`src/rtl/iter_divider16.sv`:
```
// Multi-cycle restoring divider: one quotient bit per clock, start/busy/done handshake,
// signed/unsigned modes with explicit divide-by-zero result.
module iter_divider16 #(
    parameter int WIDTH = 16
) (
    input  logic             clk,
    input  logic             rst_n,
    input  logic             start,
    input  logic             signed_op,
    input  logic [WIDTH-1:0] dividend,
    input  logic [WIDTH-1:0] divisor,
    output logic             busy,
    output logic             done,
    output logic [WIDTH-1:0] quotient,
    output logic [WIDTH-1:0] remainder,
    output logic             div_by_zero
);

    localparam int CW = $clog2(WIDTH + 1);

    typedef enum logic [1:0] {IDLE, RUN, DONE} state_t;

    state_t           state, state_nx;
    logic             op_signed, dvd_neg, dvs_neg;
    logic [WIDTH-1:0] dvd_sh, dvs_mag, part_rem, quo_sh;
    logic [CW-1:0]    count;

    logic             accept, last_iter, q_bit;
    logic [WIDTH+1:0] trial;
    logic [WIDTH-1:0] dvd_mag_in, dvs_mag_in;
    logic [WIDTH-1:0] rem_nx, quo_nx, quo_fix, rem_fix;

    always_comb begin
        accept    = start && (state == IDLE || state == DONE);
        last_iter = (count == CW'(WIDTH - 1));
        state_nx  = state;
        case (state)
            IDLE, DONE: begin
                if (accept) state_nx = (divisor == '0) ? DONE : RUN;
                else        state_nx = IDLE;
            end
            RUN:     if (last_iter) state_nx = DONE;
            default: state_nx = IDLE;
        endcase
    end

    always_ff @(posedge clk or negedge rst_n) begin
        if (!rst_n) state <= IDLE;
        else        state <= state_nx;
    end

    assign busy = (state == RUN);
    assign done = (state == DONE);

    // The shifted-out remainder MSB is kept in the trial so divisors above
    // 2^(WIDTH-1) still divide correctly; the extra top bit is the borrow.
    always_comb begin
        dvd_mag_in = (signed_op && dividend[WIDTH-1]) ? -dividend : dividend;
        dvs_mag_in = (signed_op && divisor[WIDTH-1])  ? -divisor  : divisor;
        trial      = {1'b0, part_rem, dvd_sh[WIDTH-1]} - {2'b00, dvs_mag};
        q_bit      = ~trial[WIDTH+1];
        rem_nx     = q_bit ? trial[WIDTH-1:0] : {part_rem[WIDTH-2:0], dvd_sh[WIDTH-1]};
        quo_nx     = {quo_sh[WIDTH-2:0], q_bit};
        quo_fix    = (op_signed && (dvd_neg ^ dvs_neg)) ? -quo_nx : quo_nx;
        rem_fix    = (op_signed && dvd_neg) ? -rem_nx : rem_nx;
    end

    always_ff @(posedge clk or negedge rst_n) begin
        if (!rst_n) begin
            op_signed   <= 1'b0;
            dvd_neg     <= 1'b0;
            dvs_neg     <= 1'b0;
            dvd_sh      <= '0;
            dvs_mag     <= '0;
            part_rem    <= '0;
            quo_sh      <= '0;
            count       <= '0;
            quotient    <= '0;
            remainder   <= '0;
            div_by_zero <= 1'b0;
        end else if (accept) begin
            op_signed   <= signed_op;
            dvd_neg     <= signed_op & dividend[WIDTH-1];
            dvs_neg     <= signed_op & divisor[WIDTH-1];
            dvd_sh      <= dvd_mag_in;
            dvs_mag     <= dvs_mag_in;
            part_rem    <= '0;
            quo_sh      <= '0;
            count       <= '0;
            div_by_zero <= 1'b0;
            if (divisor == '0) begin
                quotient    <= '1;
                remainder   <= dividend;
                div_by_zero <= 1'b1;
            end
        end else if (state == RUN) begin
            dvd_sh   <= dvd_sh << 1;
            part_rem <= rem_nx;
            quo_sh   <= quo_nx;
            count    <= count + CW'(1);
            if (last_iter) begin
                quotient  <= quo_fix;
                remainder <= rem_fix;
            end
        end
    end

endmodule

```
`config.mk`:
```
export PLATFORM = sky130hd
export DESIGN_NAME = iter_divider16
export DESIGN_NICKNAME = d
export VERILOG_FILES = /design/src/rtl/iter_divider16.sv
export SDC_FILE = /design/constraint.sdc
export NUM_CORES = 1
export LEC_CHECK = 0
export CAP_MARGIN = 20
export CORE_ASPECT_RATIO = 0.6
export CORE_MARGIN = 3
export CORE_UTILIZATION = 55
export CTS_BUF_LIST = sky130_fd_sc_hd__clkbuf_2 sky130_fd_sc_hd__clkbuf_4 sky130_fd_sc_hd__clkbuf_8
export CTS_CLUSTER_SIZE = 14
export DETAILED_ROUTE_END_ITERATION = 10
export PLACE_DENSITY = 0.77
export SYNTH_ARGS = -nofsm -noshare
export SYNTH_HDL_FRONTEND = slang
export SYNTH_SLANG_ARGS = --single-unit
```
`constraint.sdc`:
```
create_clock -name clk -period 4.4 [get_ports clk]
set_clock_uncertainty 0.2 [all_clocks]
set_input_delay 0.66 -clock clk [delete_from_list [all_inputs] [get_ports clk]]
set_output_delay 0.66 -clock clk [all_outputs]
set_load 0.005 [all_outputs]
```
==> flow_metrics.py <==
# Physical implementation metrics
metrics = {
    "synthesis": {
        "synth.cells.most_frequent": "108 x sky130_fd_sc_hd__nand2_1, 106 x sky130_fd_sc_hd__dfrtp_1, 78 x sky130_fd_sc_hd__nor2_1, 75 x sky130_fd_sc_hd__o21ai_0, 48 x sky130_fd_sc_hd__a21oi_1",
        "post_synth_mux_area_share_pct": 2.53,
        "synth_nets": 829,
        "yosys_chip_area_sq_um": 6530,
        "enable_flop_cells": 0,
        "syn-cell-area_sq_um": 6530,
        "cell_type_contributing_the_most_total_cell_area_after_synthesis": "sky130_fd_sc_hd__dfrtp_1",
        "number_of_cells_produced_by_synthesis": 770,
        "synth.cellmix.adderShare_pct": 4.52,
        "async_flop_share_pct": 100,
        "simple_gate_share_pct": 18.1,
        "ys_cells": 770,
    },
    "grt": {
        "grt_pass1_wl_um": 31000,
        "overflow": 0,
        "antenna_violations_before_repair": 2,
        "first_global_vias": 5903,
        "gr-usage-met2_pct": 42.2,
        "grt_max_degree": 75,
    },
    "finish": {
        "area_dominant_class": "combinational gates",
        "n_antenna_cell": 0,
        "fraction_of_area_in_clock_buffers_and_inverters_pct": 2.94,
        "final_layout_top_logic_cells": "108 x sky130_fd_sc_hd__nand2_1, 106 x sky130_fd_sc_hd__dfrtp_1, 77 x sky130_fd_sc_hd__nor2_1",
        "final.signal_buffer_count": 85,
        "areaGrowthSynthToFinish_pct": 16.5,
        "fraction_of_area_in_registers_pct": 34.9,
    },
    "clocking": {
        "number_of_buffers_added_for_setup_after_cts": 0,
        "h_tree_lvls": 3,
        "clk_root_buffer_cell": "sky130_fd_sc_hd__clkbuf_8",
        "clkLatencyLatePin_ps": 370,
        "cts.hold.buffers_added": 0,
    },
    "job": {
        "drv.max_cap_violation_count": 0,
        "stage_log_warnings": 26,
    },
    "floorplanning": {
        "fraction_of_the_core_area_occupied_by_cells_at_floorplan_pct": 57.1,
        "die_y_size_um": 90.4,
        "core_area_sq_um": 11400,
        "fp-row-count": 30,
        "tapCellCount": 160,
    },
    "timing": {
        "slew_violations": 0,
        "slew_headroom_pct": 34.5,
        "tightest_slew_ps": 983,
    },
    "route": {
        "detail_route.drc_violations": 0,
        "drtPass1Iterations": 7,
        "drt-met1-wl_um": 8910,
        "routed_wl_um": 19300,
        "met3RoutedLength_um": 1960,
        "drtAntennaViolNets": 0,
    },
    "critical_path": {
        "worstSetupEndpointType": "register",
        "cp_top_family": "AND-OR/OR-AND gates",
        "data_arrival_time_of_the_critical_path_ps": 4100,
        "crit_path_cell_trace": "ha_1 -> a21o_1 -> a31o_1 -> o21ai_2 -> a21o_1 -> nand2_1 -> buf_4 -> nand2_1 -> o21ai_0 -> buf_4 -> ha_1 -> o21ai_0 -> or3_4 -> o31ai_4 -> xnor2_1 -> a21oi_2",
        "regToRegEndpoint": "remainder[12]$_DFFE_PN0P_",
        "crit_start": "part_rem[3]$_DFFE_PN0P_",
        "path_class": "reg2reg",
        "worstPathRequired_ps": 4440,
        "r2r.worst_path.cells": 16,
        "endpoint": "remainder[12]$_DFFE_PN0P_",
    },
    "pwr": {
        "power.share.switching_pct": 48.3,
        "power_uw": 7110,
        "power.largest_group": "combinational cells",
        "sequentialPower_uw": 1850,
        "share_comb_of_total_power_pct": 64.3,
        "clock_power_share_pct": 9.6,
    },
    "place": {
        "placed_cell_area_sq_um": 7380,
        "portBuffers": 70,
        "globalplace.congestion": 0.930,
    },
    "outcome": {
        "outcome": "finished clean",
    },
}
==> images/m1.png <==
(2 px per um) Supply wires on this layer in gray.
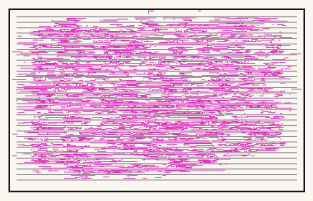
- share of all routed wire: 46%
- longest straight run: 78.2 um
- wire length on this layer: 8,910 um

==> images/m3.png <==
(4 px per um)
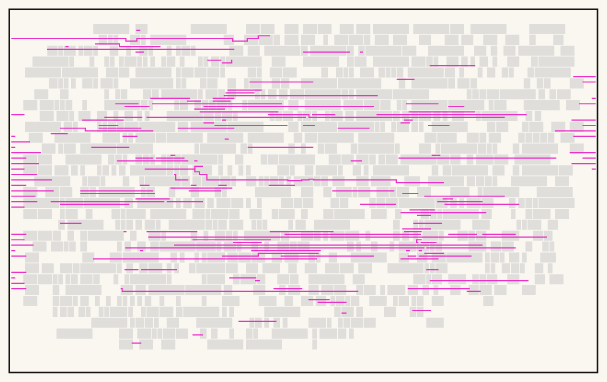
- longest straight run: 99.4 um
- share of all routed wire: 10%
- nets with wire on the layer: 127
- wire length on this layer: 1,960 um

==> images/clock_nets.png <==
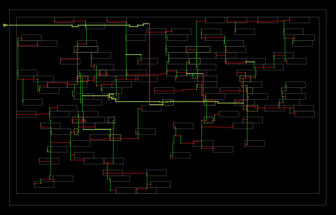
Clock Sinks: 106
number of CTS-inserted buffers: 9
clock group power: 686 uW
Clock Buffer Count: 9
count of sequential standard cells: 106

Power is estimated from default activity; no workload was simulated.
